Design rng_scheduler, sky130hd; sources not shown.
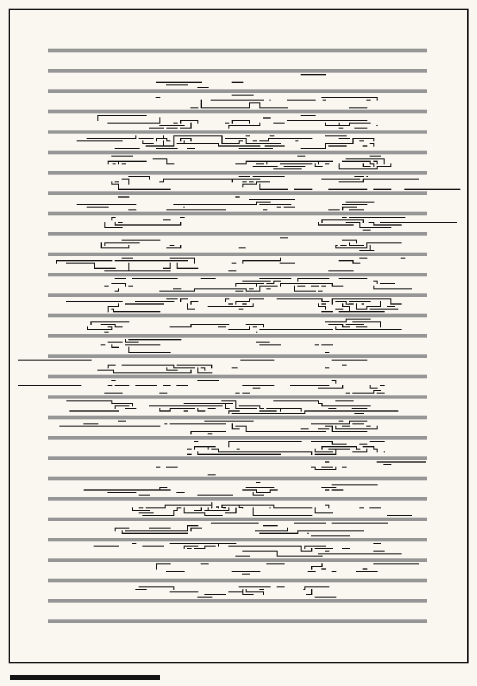
*M1 wires*
Scale bar: 20 µm. Supply wires on this layer in gray.
The layer carries 1,500 µm of wire. The layer holds 42% of the routed length.
drt total wl: 3540 µm
Global Route met1 Usage: 17.8%
detailed-route via count: 1,400

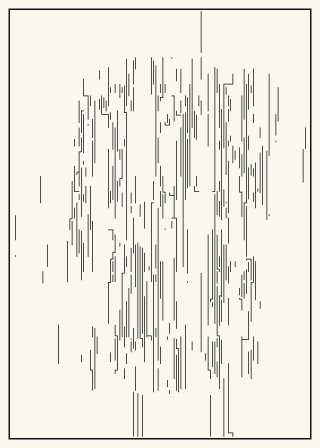
*Signal wires on met2*
The layer holds 51% of the routed length. The wires run mostly vertical. The longest straight run is 30.9 µm.
met2 track demand over resource in global routing: 26.4%

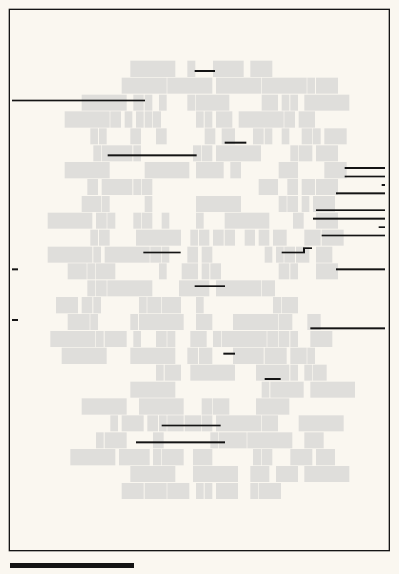
*Signal wires on met3*
Scale bar: 20 µm.
The layer holds 4.5% of the routed length. The longest straight run is 21.2 µm. The wires run mostly horizontal. 18 nets have wire on it. The layer carries 158 µm of wire.
met3 Usage GRT: 4.15%

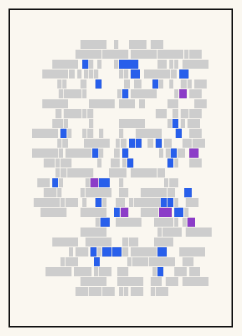
*Logic cells by family*
Key: inverting AOI/OAI gates = blue [cells 33]; AND and OR gates = purple [cells 6]
most frequent logic cell in the layout: sky130_fd_sc_hd__nand2_1
final cell count without fillers: 263
multi-input gate share of the layout cell area: 41.8%

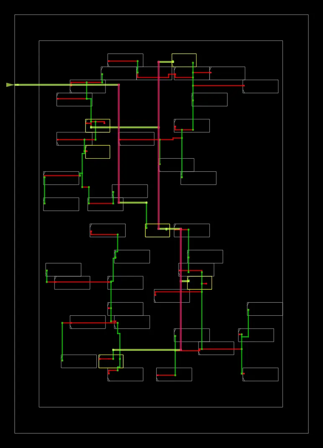
*Clock routing*
sequential cells: 38
total of clock buffers placed in the layout: 6
insertion delay to the later sink of the worst-skew pair: 0.29 ns

==> flow_summary.html <==
<!-- implementation run metrics -->
<table>
<tr><th>Metric</th><th>Value</th></tr>
<tr><th colspan="2">Outcome</th></tr>
<tr><td>Result of the run</td><td>finished, final reports clean</td></tr>
<tr><th colspan="2">STA</th></tr>
<tr><td>Worst hold slack across all endpoints</td><td>about 0.31 ns</td></tr>
<tr><td>Final critical path time including I/O delays and setup</td><td>a little under 3 ns</td></tr>
<tr><td>Number of pins with negative max-slew slack in the final report</td><td>0</td></tr>
<tr><td>Portion of the clock cycle consumed by the worst path in the final layout</td><td>~88%</td></tr>
<tr><td>Sum of negative setup slack</td><td>0 ns</td></tr>
<tr><td>Setup violators final</td><td>0</td></tr>
<tr><td>Setup repair after global routing missed its margin</td><td>no</td></tr>
<tr><td>Actual transition at the worst max-transition pin</td><td>~0.66 ns</td></tr>
<tr><td>Final critical-path setup slack</td><td>between 0.4 and 0.5 ns</td></tr>
<tr><td>Peak clock frequency supported by timing</td><td>0.335 GHz</td></tr>
<tr><td>Endpoints failing hold</td><td>0</td></tr>
<tr><td>Normalized max-slew margin</td><td>56.1%</td></tr>
<tr><th colspan="2">Routing</th></tr>
<tr><td>Vias per inst</td><td>approximately 5.3</td></tr>
<tr><td>Number of DRC violations after detailed routing</td><td>0</td></tr>
<tr><td>Final routed wire length divided by cell count</td><td>roughly 13 µm</td></tr>
<tr><td>Number of optimization iterations in the first detailed-route pass</td><td>5</td></tr>
<tr><td>Met1 wire length</td><td>1500 µm</td></tr>
<tr><td>Met2 WL post-DR</td><td>1800 µm</td></tr>
<tr><td>Highest layer used for signal routing</td><td>met4</td></tr>
<tr><td>Met3 wire length</td><td>approximately 160 µm</td></tr>
<tr><td>Iteration-0 DRC count of the detailed router</td><td>roughly 69</td></tr>
<tr><td>Count of nets left with antenna violations after detail routing</td><td>0</td></tr>
<tr><th colspan="2">Power</th></tr>
<tr><td>Clk power</td><td>0.302 mW</td></tr>
<tr><td>Combinational logic power</td><td>0.0775 mW</td></tr>
<tr><td>Switching share of power</td><td>23.8%</td></tr>
<tr><td>Proportion of power drawn by the clock network</td><td>a little over a third</td></tr>
<tr><td>Total power per unit cell area</td><td>~430 nW/µm²</td></tr>
<tr><td>P_sw</td><td>0.202 mW</td></tr>
<tr><td>Cell-internal power</td><td>around 0.65 mW</td></tr>
<tr><td>Top contributor to total power</td><td>sequential cells</td></tr>
<tr><td>Tot Pwr</td><td>~0.85 mW</td></tr>
<tr><td>Maximum VDD drop</td><td>about 0.32 mV</td></tr>
<tr><td>Relative contribution of combinational cells to total power</td><td>under 10%</td></tr>
<tr><td>Leakage power of the design</td><td>just under 0.8 nW</td></tr>
<tr><td>Sequential share of power</td><td>~55%</td></tr>
<tr><td>Seq pwr</td><td>around 0.47 mW</td></tr>
<tr><th colspan="2">Floorplanning</th></tr>
<tr><td>Initial standard-cell utilization of the core</td><td>42.3%</td></tr>
<tr><td>Core footprint</td><td>around 3900 µm²</td></tr>
<tr><td>Width of the die</td><td>about 60 µm</td></tr>
<tr><td>IO Pins</td><td>20</td></tr>
<tr><td>Chip Height</td><td>roughly 87 µm</td></tr>
<tr><td>Chip Area</td><td>roughly 5300 µm²</td></tr>
<tr><td>Floorplan row count</td><td>28</td></tr>
<tr><th colspan="2">Worst setup path</th></tr>
<tr><td>Worst path max stage delay</td><td>0.79 ns</td></tr>
<tr><td>Worst path required time</td><td>roughly 2.7 ns</td></tr>
<tr><td>Worst Reg-to-Reg Cells</td><td>4</td></tr>
<tr><td>Crit path capture type</td><td>output pin</td></tr>
<tr><td>Buffers and inverters on the worst path</td><td>2</td></tr>
<tr><td>Crit path depth</td><td>4</td></tr>
<tr><td>CP Max Fanout</td><td>20</td></tr>
<tr><td>Critical Path, Cell by Cell</td><td>or4b_1, buf_4, nand2_1, clkdlybuf4s50_1</td></tr>
<tr><td>Arrival time of the worst setup path</td><td>2.32 ns</td></tr>
<tr><td>Critical path's top delay family</td><td>buffers and inverters</td></tr>
<tr><td>Sort of element at the start of the critical path</td><td>flop</td></tr>
<tr><td>Worst path slowest cell</td><td>sky130_fd_sc_hd__clkdlybuf4s50_1</td></tr>
<tr><td>Worst Setup Path Type</td><td>reg -&gt; out</td></tr>
<tr><td>Flop-to-flop setup slack</td><td>approximately 1.4 ns</td></tr>
<tr><th colspan="2">Synth</th></tr>
<tr><td>Avg Inst Size Synth</td><td>8.32 µm²</td></tr>
<tr><td>Commonest cells post-synth</td><td>sky130_fd_sc_hd__nand2_1, sky130_fd_sc_hd__dfxtp_1, sky130_fd_sc_hd__a21oi_1</td></tr>
<tr><td>Post-Syn Instances</td><td>a little under 200</td></tr>
<tr><td>Synthesis Warnings</td><td>0</td></tr>
<tr><td>Simple-Gate Area Share</td><td>about 28%</td></tr>
<tr><td>Library cell with the highest instance count after synthesis</td><td>sky130_fd_sc_hd__nand2_1</td></tr>
<tr><td>Compound-cell area share of the yosys netlist</td><td>between 10% and 20%</td></tr>
<tr><td>Library cells used by synthesis</td><td>37</td></tr>
<tr><td>Share of cell area taken by muxes after synthesis</td><td>under 10%</td></tr>
<tr><td>Dominant kind of combinational cell</td><td>simple AND/OR/NAND/NOR gates</td></tr>
<tr><td>Parity-gate share of the synthesized area counting xor and xnor cells</td><td>between 3 and 4%</td></tr>
<tr><td>Synth async-reset ratio</td><td>0%</td></tr>
<tr><td>Cell total in the yosys stat output</td><td>around 200</td></tr>
<tr><td>Most area-hungry cell type in the Yosys netlist</td><td>sky130_fd_sc_hd__dfxtp_1</td></tr>
<tr><td>Post-Synthesis Cell Area</td><td>about 1600 µm²</td></tr>
<tr><td>Adders+Majority by Area</td><td>around 1.5%</td></tr>
<tr><td>Area fraction of the dominant cell type after synthesis</td><td>a little under half</td></tr>
<tr><td>Sequential element share of the synthesized area</td><td>between 40% and 50%</td></tr>
<tr><td>Post-synthesis register bit count</td><td>38</td></tr>
<tr><td>Count of flip-flops with a built-in enable after synthesis</td><td>0</td></tr>
<tr><td>Chip area in the Yosys report</td><td>1630 µm²</td></tr>
<tr><td>Main area contributors</td><td>sky130_fd_sc_hd__dfxtp_1, sky130_fd_sc_hd__nand2_1, sky130_fd_sc_hd__a21oi_1</td></tr>
<tr><td>Nets at Floorplan</td><td>207</td></tr>
<tr><td>Post-synth top flop</td><td>sky130_fd_sc_hd__dfxtp_1</td></tr>
<tr><th colspan="2">Run</th></tr>
<tr><td>Max-Cap Viols</td><td>0</td></tr>
<tr><td>Total number of warnings across the stage logs</td><td>26</td></tr>
<tr><th colspan="2">CTS</th></tr>
<tr><td>CTS clk-pin slew, worst paths</td><td>0.07 ns</td></tr>
<tr><td>Maximum level of the CTS H-tree</td><td>2</td></tr>
<tr><td>Clock tree from TritonCTS</td><td>yes</td></tr>
<tr><td>Sink Count</td><td>38</td></tr>
<tr><td>Post-CTS repair timing setup buffer count</td><td>0</td></tr>
<tr><td>Post-CTS sizing</td><td>0</td></tr>
<tr><td>Root buffer selected by CTS</td><td>sky130_fd_sc_hd__clkbuf_8</td></tr>
<tr><td>TritonCTS Buffers</td><td>5</td></tr>
<tr><td>Number of buffers added to fix hold violations after cts</td><td>0</td></tr>
<tr><td>Maximum clock path buffer count</td><td>2</td></tr>
<tr><th colspan="2">Min path</th></tr>
<tr><td>Path class of the lowest-slack min-delay path</td><td>reg -&gt; reg</td></tr>
<tr><td>Number of cells traversed by the worst hold path</td><td>2</td></tr>
<tr><th colspan="2">Final layout</th></tr>
<tr><td>Core Util, Final</td><td>about half</td></tr>
<tr><td>Post-layout instance area</td><td>1960 µm²</td></tr>
<tr><td>Number of inserted diodes</td><td>0</td></tr>
<tr><td>Dominant logic cell types in the final layout</td><td>sky130_fd_sc_hd__nand2_1, sky130_fd_sc_hd__dfxtp_1, sky130_fd_sc_hd__clkdlybuf4s50_1</td></tr>
<tr><td>Area growth from synthesis to final layout</td><td>20.0%</td></tr>
<tr><td>Fraction of final layout cells with drive strength greater than 1</td><td>about 7%</td></tr>
<tr><td>Number of flip-flops in the largest register</td><td>16</td></tr>
<tr><td>Net count of the finished layout</td><td>230</td></tr>
<tr><th colspan="2">GRT</th></tr>
<tr><td>Maximum number of pins on one net before global-route repair</td><td>21</td></tr>
<tr><td>Global-route wire length before repair</td><td>between 6000 and 7000 µm</td></tr>
<tr><td>Global-route total usage across every layer</td><td>about 16%</td></tr>
<tr><td>Number of global-route vias before repair</td><td>about 1,500</td></tr>
<tr><td>Antenna violations before repair</td><td>0</td></tr>
<tr><td>Residual overflow from global routing</td><td>0</td></tr>
<tr><th colspan="2">Placed design</th></tr>
<tr><td>Post-placement cell area</td><td>1870 µm²</td></tr>
<tr><td>Placed wire-length estimate</td><td>approximately 2600 µm</td></tr>
<tr><td>Placement Setup Slack</td><td>0.732 ns</td></tr>
<tr><td>Input/output buffers</td><td>19</td></tr>
<tr><td>Total instance count after detailed placement</td><td>approximately 260</td></tr>
<tr><td>Final estimated routing congestion in global placement</td><td>between 0.7 and 0.8</td></tr>
</table>
-- routing by layer --
metal  track usage, %  vias to the layer above
met3             4.15                        8
met5                0                        -
met2             26.4                       27
met4             9.27                        0
met1             17.8                      648
li1                 -                      717
-- worst reg2reg max path: stages (launching register included) --
cell	delay [ns]
sky130_fd_sc_hd__dfxtp_1	0.39
sky130_fd_sc_hd__nor4b_2	0.65
sky130_fd_sc_hd__nand3_1	0.43
sky130_fd_sc_hd__mux2i_1	0.25
sky130_fd_sc_hd__nor2_1	0.05
-- final cells by class --
class | count | area, µm²
inverters | 7 | 26.3
clock buffers | 6 | 82.6
fillers | 378 | 1900
flip-flops and latches | 38 | 761
repair buffers | 22 | 213
multi-input cells | 145 | 817
well taps | 45 | 56.3
Power figures rest on the tool's default switching activity, not on a simulated workload.
